==> src/rtl/mem_pkg.sv <==
// mem_pkg: shared MEM-stage types, default watchdog limit and writeback select encodings.
package mem_pkg;
    typedef enum logic {IDLE, ACCESS} mem_state_t;
    localparam int TIMEOUT_DEFAULT = 255;
    localparam logic [1:0] RS_ALU = 2'd0;
    localparam logic [1:0] RS_MEM = 2'd1;
    localparam logic [1:0] RS_LR  = 2'd2;
    localparam logic [1:0] RS_FL  = 2'd3;
endpackage

==> src/rtl/mem_watchdog.sv <==
// mem_watchdog: counts ACCESS cycles without ack and flags the cycle the limit is reached.
module mem_watchdog #(
    parameter int LIMIT = 255
) (
    input  logic clk,
    input  logic rst_n,
    input  logic start,
    input  logic active,
    output logic expire
);
    localparam int W = $clog2(LIMIT + 1);
    logic [W-1:0] cnt;
    // expire fires in the ACCESS cycle whose increment would reach LIMIT
    assign expire = active && (cnt == W'(LIMIT - 1));
    always_ff @(posedge clk or negedge rst_n)
        if (!rst_n) cnt <= '0;
        else if (start) cnt <= '0;
        else if (active) cnt <= cnt + 1'b1;
endmodule

==> src/rtl/memory_stage.sv <==
// memory_stage: MEM pipeline stage with req/ack data memory handshake and MEM/WB register.
module memory_stage
  import mem_pkg::*;
#(
  parameter int TIMEOUT_CYCLES = TIMEOUT_DEFAULT
) (
  input  logic        clk,
  input  logic        rst_n,
  input  logic [31:0] ExMe_out_alu_out,
  input  logic [31:0] ExMe_out_reg_2,
  input  logic        ExMe_out_mem_en,
  input  logic        ExMe_out_mem_wrt,
  input  logic        ExMe_out_reg_wrt_en,
  input  logic [1:0]  ExMe_out_result_sel,
  input  logic [4:0]  ExMe_out_rd,
  input  logic [31:0] ExMe_out_LR,
  input  logic [1:0]  ExMe_out_FL,
  output logic        dmem_req,
  output logic        dmem_we,
  output logic [31:0] dmem_addr,
  output logic [31:0] dmem_wdata,
  input  logic        dmem_ack,
  input  logic [31:0] dmem_rdata,
  output logic        mem_stall,
  output logic        mem_misalign,
  output logic        mem_fault,
  output logic [31:0] MeWb_out_alu_out,
  output logic [31:0] MeWb_out_mem_data,
  output logic        MeWb_out_reg_wrt_en,
  output logic [1:0]  MeWb_out_result_sel,
  output logic [4:0]  MeWb_out_rd,
  output logic [31:0] MeWb_out_LR,
  output logic [1:0]  MeWb_out_FL
);
  mem_state_t state;
  logic misalign, mem_op, start, done, expire;
  assign misalign = ExMe_out_mem_en && (ExMe_out_alu_out[1:0] != 2'b00);
  assign mem_op = ExMe_out_mem_en && (ExMe_out_alu_out[1:0] == 2'b00);
  assign start = (state == IDLE) && mem_op;
  assign done = (state == ACCESS) && dmem_ack;
`ifdef MEM_TIMEOUT_EN
  mem_watchdog #(.LIMIT(TIMEOUT_CYCLES)) u_watchdog (
    .clk(clk),
    .rst_n(rst_n),
    .start(start),
    .active((state == ACCESS) && !dmem_ack),
    .expire(expire)
  );
`else
  assign expire = 1'b0;
`endif
  assign dmem_req = (state == ACCESS);
  assign mem_stall = start || ((state == ACCESS) && !dmem_ack && !expire);
  always_ff @(posedge clk or negedge rst_n) begin
    if (!rst_n) begin
      state <= IDLE;
      dmem_we <= 1'b0;
      dmem_addr <= '0;
      dmem_wdata <= '0;
      mem_misalign <= 1'b0;
      mem_fault <= 1'b0;
      MeWb_out_alu_out <= '0;
      MeWb_out_mem_data <= '0;
      MeWb_out_reg_wrt_en <= 1'b0;
      MeWb_out_result_sel <= '0;
      MeWb_out_rd <= '0;
      MeWb_out_LR <= '0;
      MeWb_out_FL <= '0;
    end else begin
      mem_misalign <= (state == IDLE) && misalign;
      mem_fault <= expire;
      if (start) begin
        state <= ACCESS;
        dmem_we <= ExMe_out_mem_wrt;
        dmem_addr <= ExMe_out_alu_out;
        dmem_wdata <= ExMe_out_reg_2;
      end else if (done || expire) state <= IDLE;
      if (mem_stall) MeWb_out_reg_wrt_en <= 1'b0;
      else begin
        MeWb_out_alu_out <= ExMe_out_alu_out;
        MeWb_out_reg_wrt_en <= ExMe_out_reg_wrt_en && !misalign && !expire;
        MeWb_out_result_sel <= ExMe_out_result_sel;
        MeWb_out_rd <= ExMe_out_rd;
        MeWb_out_LR <= ExMe_out_LR;
        MeWb_out_FL <= ExMe_out_FL;
        if (done && !dmem_we) MeWb_out_mem_data <= dmem_rdata;
      end
    end
  end
endmodule

==> config.mk <==
export PLATFORM = sky130hd
export DESIGN_NAME = memory_stage
export DESIGN_NICKNAME = d
export VERILOG_FILES = /design/src/rtl/mem_pkg.sv /design/src/rtl/mem_watchdog.sv /design/src/rtl/memory_stage.sv
export SDC_FILE = /design/constraint.sdc
export NUM_CORES = 1
export LEC_CHECK = 0
export CORE_MARGIN = 10
export CORE_UTILIZATION = 40
export CTS_CLUSTER_DIAMETER = 50
export CTS_CLUSTER_SIZE = 24
export DETAILED_ROUTE_END_ITERATION = 10
export GPL_ROUTABILITY_DRIVEN = 0
export GPL_TIMING_DRIVEN = 1
export PLACE_DENSITY = 0.88
export SYNTH_ARGS = -nofsm -noshare
export SYNTH_HDL_FRONTEND = slang
export SYNTH_SLANG_ARGS = --single-unit
==> constraint.sdc <==
create_clock -name clk -period 2.1 [get_ports clk]
set_input_delay 0.315 -clock clk [delete_from_list [all_inputs] [get_ports clk]]
set_output_delay 0.315 -clock clk [all_outputs]
set_load 0.1 [all_outputs]
==> Slide: Implementation Results, run 1 <==
Run Summary

Outcome
  – Status: finished, final reports clean

Setup path
  – Worst Setup Path Type: reg -> out
  – Critical path destination: mem_stall
  – Levels on crit path: 3
  – CP max stage cell: dfrtp_2
  – RR Startpoint: dmem_req$_DFFE_PN0P_
  – Worst setup path startpoint: dmem_req$_DFFE_PN0P_
  – CP Capture Type: output pin
  – Worst r2r path cells: 4
  – CP top delay family: flip-flops
  – Worst endpoint required time: 1.78 ns
  – Worst EP arrival: 1.67 ns
  – R2r setup slk: ~0.28 ns
  – Reg2Reg Capture Point: MeWb_out_alu_out[7]$_DFFE_PN0N_
  – Maximum fanout along the worst path: 10
  – CP Cell Sequence: nor4b_4 -> a21o_4 -> buf_12
  – Critical path's largest stage delay: 0.45 ns
  – Worst path bufs/invs: 1
  – CP Launch Type: flop

Logic synthesis
  – Top cells by area: dfrtp_1 (67%), mux2_2 (20%), mux2_1 (9.4%)
  – Ys cells: 373
  – Post-synth seq share: 67.13%
  – Synth mux share: 29.34%
  – Syn avg cell area: 17.29 sq um
  – Post-synth net total: ~520
  – Adder-cell area share of the yosys netlist: 0%
  – Dominant Register Cell: dfrtp_1
  – Yosys xor share: 0%
  – Post-synth cell types: 16
  – Cells after synthesis: about 370
  – Top cells by count, synth: dfrtp_1 (173), mux2_2 (114), mux2_1 (54)
  – Yosys stat area: 6449 sq um
  – Largest logic family: multiplexers
  – Largest area contributor in the netlist: dfrtp_1
  – EDFF count, synth: 0
  – Asr flop ratio synth: 100.0%
  – Post-synth top area share: 67.13%
  – Compound-gate portion of the synthesized area: 0.3104%
  – Basic Gates by Area: 0.9701%
  – Post-synth regs: 173
  – Count leader, synth: dfrtp_1
  – Yosys warnings: 0
  – Synthesized area: 6449 sq um

Floorplanning
  – Die Y: 147.0 microns
  – Die width: 147.0 microns
  – Die area: between 20000 and 25000 sq um
  – Top Ports: around 320

Clocking
  – CTS tree: done
  – Total CTS buffers: 17
  – Clock root buffer: clkbuf_16
  – CTS resizes: 0
  – Clock tree buffer depth: 2
  – Hold Buf Count CTS: 1
  – Setup Fix Bufs, Post-CTS: 0
  – Htree depth: 4
  – Clk latency late pin: 0.42 ns
  – Clock Pin Slew Worst Setup and Hold Paths: 0.07 ns
  – Clk sinks: 173

Pwr
  – PD cells: ~1400 nW/um^2
  – Lkg Pwr: approximately 4.5 nW
  – Worst vdd ir: approximately 740 uV

Run
  – Total tool warning count: 26
  – Maxcap violations: 0

Global routing
  – Initial antenna violation count: 0
  – Global-route wire length before repair: approximately 30 mm
  – GRT Total Usage: 17.70%
  – Largest net degree at the start of global routing: 56
  – Vias in the first global route: 5161
  – GR Overflow Total: 0

Placement
  – Post-Place Worst Slack: roughly 0.011 ns
  – Port bufs: 316
  – # placed instances: 900
  – Final HPWL DP: 15.28 mm

Timing
  – Period utilisation layout: 94.65%
  – RSZ-0062 raised after global routing: false
  – Total negative slack: 0 ns
  – Skew final: 0.009572 ns
  – Fmax: a little over 500 MHz
  – Final setup violation count: 0
  – Slew Viols, Final: 0
  – Final-report hold violation count: 0
  – Minimum clock period: 1.988 ns
  – Final WS setup: 0.1123 ns

Route
  – DRT antenna net count: 0
  – Routed WL: around 19 mm
  – Routed vias/inst: 4.676
  – Pre-Repair DR Iteration Count: 4
  – Starting DRT DRC Count: 95
  – Remaining routing DRC violations: 0
  – Total number of vias: 4367
  – Routed len/inst: 20.37 microns

Layout
  – Nets: 848
  – Diodes inserted: 0
  – Reg area: 4330 sq um
  – Comb. cell area: between 1500 and 2000 sq um
  – Share of cells above drive strength 1: 46.66%
  – Fill cells: around 1200
  – Area grow syn2layout: 56.75%

Worst hold path
  – Hold WC Path Type: in -> async
-- run 1: where the power goes --
part	switching (mW)	internal [mW]
sequential	0.351	3.98
clock	1.25	1.73
combinational	5.60	1.57
-- run 1: layer usage --
metal	vias to the layer above	track usage, %	wire length [microns]
met5	-	0	0
met2	178	32.43	10400
met1	2173	17.54	6654
li1	1984	-	-
met4	0	7.284	536
met3	32	6.726	1430
-- run 1: through the flow --
stage	hold WS [ns]	power [mW]	instance area, sq um	util, %
floorplan	0.01941	9.764	6452	-
global placement	0.2939	11.47	9524	60.17
detailed placement	0.3082	11.62	9524	60.17
CTS	0.4072	14.62	10100	63.82
global route	0.4304	14.96	10110	63.87
finish	0.4195	14.47	10110	63.87
-- run 1: sequential cells by signal, summed over array words and instances (netlist names), 2 cells and up --
name                 flops
MeWb_out_FL              2
dmem_addr               32
MeWb_out_alu_out        32
dmem_wdata              32
MeWb_out_mem_data       32
MeWb_out_rd              5
MeWb_out_result_sel      2
MeWb_out_LR             32
-- run 1: cell usage in the layout, fill, tap and decap left out, drive strengths merged, types with 2 or more instances in the layout --
cell	Yosys	final
a21o	2	2
buf	19	190
clkbuf	0	24
clkdlybuf4s50	0	141
clkinv	0	2
clkinvlp	0	5
dfrtp	173	173
mux2	168	168
nor2	2	2
nor2b	2	2
-- run 1: worst register-to-register path, cell delays in order, from the launching register on --
cell and delay, ns:
dfrtp_2 0.45, nor4b_4 0.36, a21o_4 0.25, buf_12 0.25, mux2_1 0.40
-- run 1: cell type report --
cell class                 instances  share of cell area (%)
multi-input combinational        180                   19.64
clock inverter                     8                  0.8417
clock buffer                      24                   4.765
tap                              216                   2.674
sequential                       173                   42.84
inverter                           1                 0.03713
timing repair buffer             332                   29.20
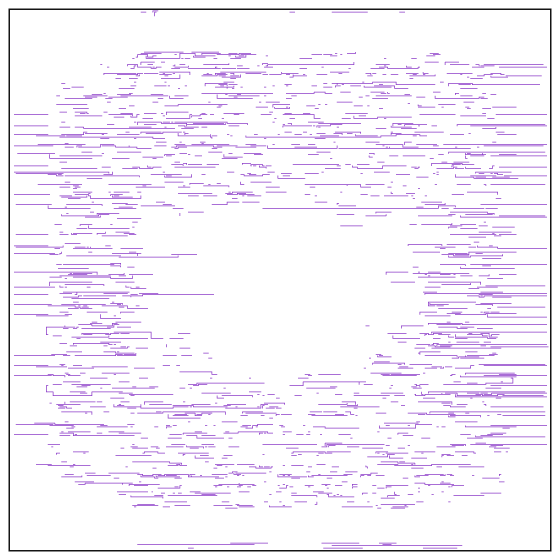
Figure 1: run 1, met1 routing.
share of all routed wire	35%
wire length on this layer	6650 microns
nets with wire on the layer	757
longest straight run	47.8 microns
main direction	horizontal

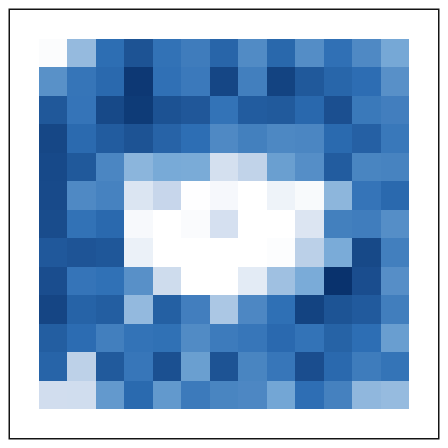
Figure 2: run 1, cell density map.
The die is cut into 15 by 15 equal tiles; white is low, dark blue is high, 0 to 100% covered.
tiles over 75% full	27%
emptiest ninth of the die	center
nearly empty tiles	30%
fullest tile	99%
mean over tiles	46%
densest ninth of the die	north
CORE AREA: 15830 sq um
Pre-Place Util: 40.74%

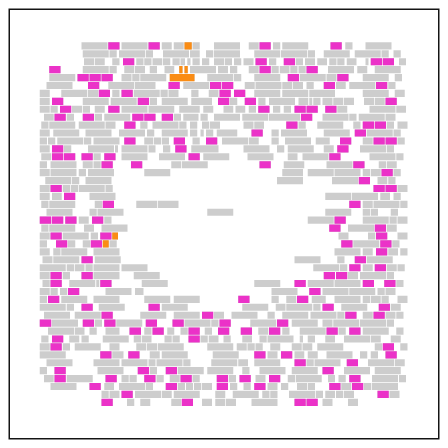
Figure 3: run 1, gate-type map.
family	color	cells	where
nor cells	orange	6	north
mux cells	magenta	168	spread over the die
non-filler cells, final: 934
dominant logic cell type in the layout: buf_4
Comb area share: 19.64%

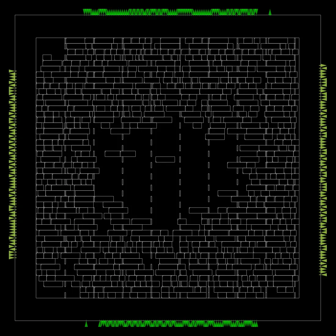
Figure 4: run 1, cell placement.
# rows: 46
flop share of the area: 42.84%

Figure 5. Signal wires on met2 (run 1).
Cells faint in the background.
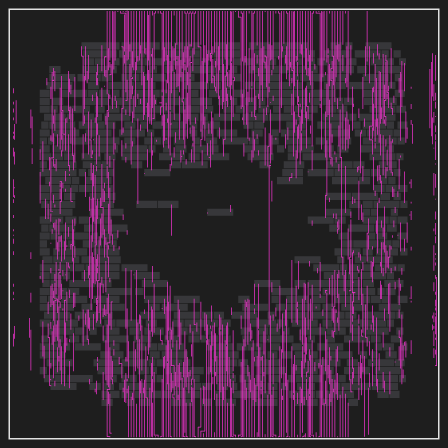

==> run 1 -> run 2 <==
Settings changed: CORE_MARGIN 10 to 1, SKIP_LAST_GASP set to 1.
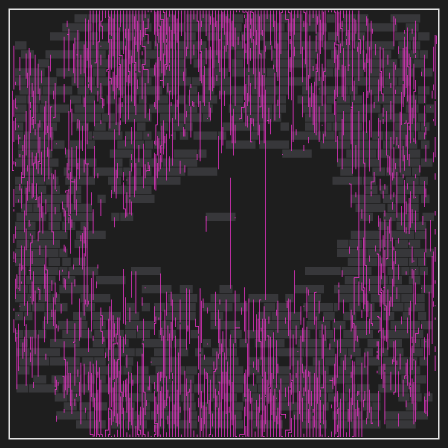
Figure 6: run 2, signal wires on met2.
Cells faint in the background.
share of all routed wire	54%
longest straight run	63.2 microns
met2 Track Usage GR: 36.88%
total number of vias: 4399

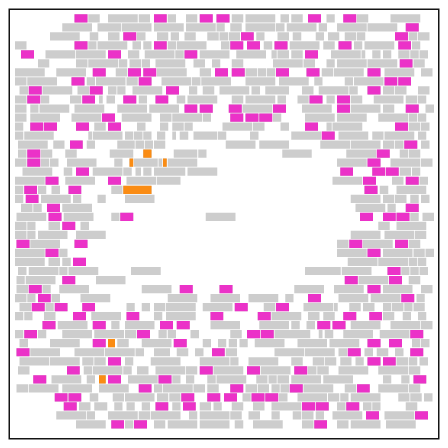
Figure 7: run 2, gate-type map.
family	color	cells
mux cells	magenta	168
nor cells	orange	6

==> run 2 against run 1 <==
Net effect: synthesized cell count did not move; worst setup slack got worse by 0.041 ns; largest cell class unchanged; clock power barely moved; global-route usage rose by 3.0 points; utilization fell by 0.11 points.
==> Slide: Implementation Results, run 2 <==
Run Summary

Clocking
  – Clk sinks: 173 (unchanged)
  – Clock root buffer: clkbuf_16
  – Clock tree buffer depth: 2 (unchanged)
  – Clock Pin Slew Worst Setup and Hold Paths: 0.06 ns (about the same)
  – Total CTS buffers: 17 (unchanged)
  – CTS tree: done
  – Htree depth: 4 (unchanged)
  – Clk latency late pin: 0.42 ns (about the same)

Setup path
  – Worst setup path startpoint: dmem_req$_DFFE_PN0P_
  – Worst EP arrival: 1.71 ns (+0.04 ns)
  – Maximum fanout along the worst path: 7 (-3)
  – Worst path bufs/invs: 2 (+1)
  – R2r setup slk: 0.29 ns (about the same)
  – Worst Setup Path Type: reg -> out
  – CP Capture Type: output pin
  – Reg2Reg Capture Point: MeWb_out_result_sel[1]$_DFFE_PN0N_
  – Critical path's largest stage delay: 0.45 ns (about the same)
  – CP max stage cell: dfrtp_2
  – Worst r2r path cells: 5 (+1)
  – RR Startpoint: dmem_req$_DFFE_PN0P_
  – CP top delay family: flip-flops
  – CP Launch Type: flop
  – Worst endpoint required time: 1.78 ns (about the same)
  – CP Cell Sequence: nor4b_4 -> a21o_4 -> buf_4 -> buf_12

Pwr
  – Lkg Pwr: 4.538 nW (+0.14%)
  – Int Pwr: 7.309 mW (+0.43%)
  – Logic pwr share: 49.4% (about the same)
  – P_sw: 7.113 mW (-1.1%)
  – Switch share: 49.32% (-0.39 points)
  – Power Total: 14.42 mW (-0.35%)
  – Worst vdd ir: 726.6 uV (-1.7%)
  – Sequential share of power: 30.0% (about the same)
  – PD cells: 1429 nW/um^2 (-0.18%)
  – Clk network pwr share: 20.6% (about the same)

Placement
  – Dpl cell area: 9512 sq um (-0.13%)
  – Final HPWL DP: 12.71 mm (-17%)
  – Post-Place Worst Slack: -0.03203 ns (-0.04350 ns)
  – # placed instances: 900 (unchanged)
  – Port bufs: 316 (unchanged)

Timing
  – Period utilisation layout: 96.60% (+1.9 points)
  – Minimum clock period: 2.029 ns (+0.04090 ns)
  – Fmax: 492.9 MHz (-2.0%)
  – Slew Viols, Final: 0 (unchanged)
  – Skew final: 0.005053 ns (-0.004520 ns)
  – Total negative slack: 0 ns (unchanged)
  – RSZ-0062 raised after global routing: false
  – Final setup violation count: 0 (unchanged)
  – Final WS setup: 0.07137 ns (-0.04090 ns)
  – Final-report hold violation count: 0 (unchanged)
  – Worst hold margin: 0.3715 ns (-0.04803 ns)

Route
  – DRT antenna net count: 0 (unchanged)
  – Pre-Repair DR Iteration Count: 4 (unchanged)
  – Routed len/inst: 18.02 microns (-12%)
  – Routed WL: 16.82 mm (-12%)
  – Routed vias/inst: 4.715 (+0.84%)
  – Remaining routing DRC violations: 0 (unchanged)
  – Starting DRT DRC Count: 102 (+7.4%)

Logic synthesis
  – Syn avg cell area: 17.29 sq um (unchanged)
  – Post-synth regs: 173 (unchanged)
  – Asr flop ratio synth: 100.0% (unchanged)
  – Synthesized area: 6449 sq um (unchanged)
  – EDFF count, synth: 0 (unchanged)
  – Dominant Register Cell: dfrtp_1
  – Top cells by count, synth: dfrtp_1 (173), mux2_2 (114), mux2_1 (54)
  – Yosys stat area: 6449 sq um (unchanged)
  – Cells after synthesis: 373 (unchanged)
  – Top cells by area: dfrtp_1 (67%), mux2_2 (20%), mux2_1 (9.4%)
  – Count leader, synth: dfrtp_1
  – Largest area contributor in the netlist: dfrtp_1
  – Yosys warnings: 0 (unchanged)
  – Ys cells: 373 (unchanged)
  – Post-synth top area share: 67.13% (unchanged)
  – Post-synth cell types: 16 (unchanged)
  – Post-synth net total: 516 (unchanged)
  – Post-synth seq share: 67.13% (unchanged)

Run
  – Maxcap violations: 0 (unchanged)
  – Total tool warning count: 26 (unchanged)

Layout
  – Diodes inserted: 0 (unchanged)
  – Fin util: 63.75% (-0.11 points)
  – Area grow syn2layout: 56.48%
  – Non-filler cells, final: 933 (-0.11%)
  – Share of cells above drive strength 1: 46.58% (-0.074 points)
  – Commonest cells after routing, fill and taps aside: buf_4 (184), dfrtp_1 (172), clkdlybuf4s50_1 (141)
  – Nets: 850 (+0.24%)
  – Dominant logic cell type in the layout: buf_4
  – Final instance area: 10090 sq um (-0.17%)

Global routing
  – Largest net degree at the start of global routing: 56 (unchanged)
  – Initial antenna violation count: 0 (unchanged)
  – GR Overflow Total: 0 (unchanged)
  – Vias in the first global route: 4781 (-7.4%)
  – Global-route wire length before repair: 25.57 mm (-14%)
  – GRT Total Usage: 20.68% (+3.0 points)

Outcome
  – Status: finished, final reports clean

Floorplanning
  – Die width: 129.0 microns (-12%)
  – # rows: 46 (unchanged)
  – CORE AREA: 15830 sq um (unchanged)
  – Pre-Place Util: 40.74% (unchanged)
  – Die Y: 129.0 microns (-12%)
  – Die area: 16630 sq um (-23%)
  – Top Ports: 318 (unchanged)

Worst hold path
  – Hold WC Path Type: in -> async
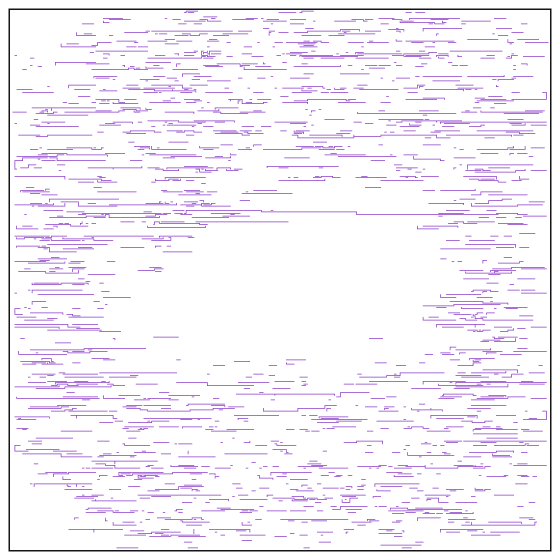
Figure 8: run 2, met1 routing.
longest straight run	33.8 microns
main direction	horizontal
nets with wire on the layer	709

==> run 2: routing by layer <==
metal / vias to the layer above / global-route usage, % / part of all wire, %
met2: 199 / 36.88 / 54
met1: 2186 / 21.62 / 35
met5: - / 0 / 0
li1: 1968 / - / -
met3: 46 / 6.819 / 7.4
met4: 0 / 11.00 / 3.4
==> run 2: power groups by stage <==
stage          Clock [mW]  Sequential (mW)  Combinational (mW)
4_1_cts              3.04             4.33                7.15
2_1_floorplan           0             9.07               0.697
3_3_place_gp            0             4.34                7.05
6_report             2.98             4.33                7.12
3_5_place_dp            0             4.38                7.14
5_1_grt              3.19             4.41                7.28
==> run 2: area by class of cell <==
class,instances,area (sq um)
fill,1176,5737
sequential,173,4330
timing repair buffer,334,2954
multi-input combinational,180,1986
clock buffer,22,454.2
tap,216,270.3
clock inverter,7,92.59
inverter,1,3.754
==> run 2: kinds of logic after synthesis <==
group	count (synthesis)	synth area share [%]
multiplexers	168	29.34
buffers and inverters	20	2.192
flip-flops	173	67.13
AND/OR/NAND/NOR	8	0.9701
other	1	0.05815
AND-OR/OR-AND	3	0.3103
==> run 2: timing repair <==
action | CTS | global route
endpoints found under the setup margin | 0 | 1
endpoints found under the hold margin | 27 | 0
gates resized | 0 | 0
hold buffers | 1 | 0
buffers inserted | 0 | 3
==> run 2: worst max-delay path by stage <==
stage	to	slack, ns	cells after the start
after floorplan	MeWb_out_alu_out[23]$_DFFE_PN0N_	0.19	4
after global placement	dmem_wdata[21]$_DFFE_PN0P_	0.04	4
after detailed placement	dmem_wdata[19]$_DFFE_PN0P_	-0.03	4
after CTS	mem_stall	0.004	4
after global routing	mem_stall	0.002	4
final	mem_stall	0.07	4
No activity file was given, so power comes from the tool's default toggle rates.
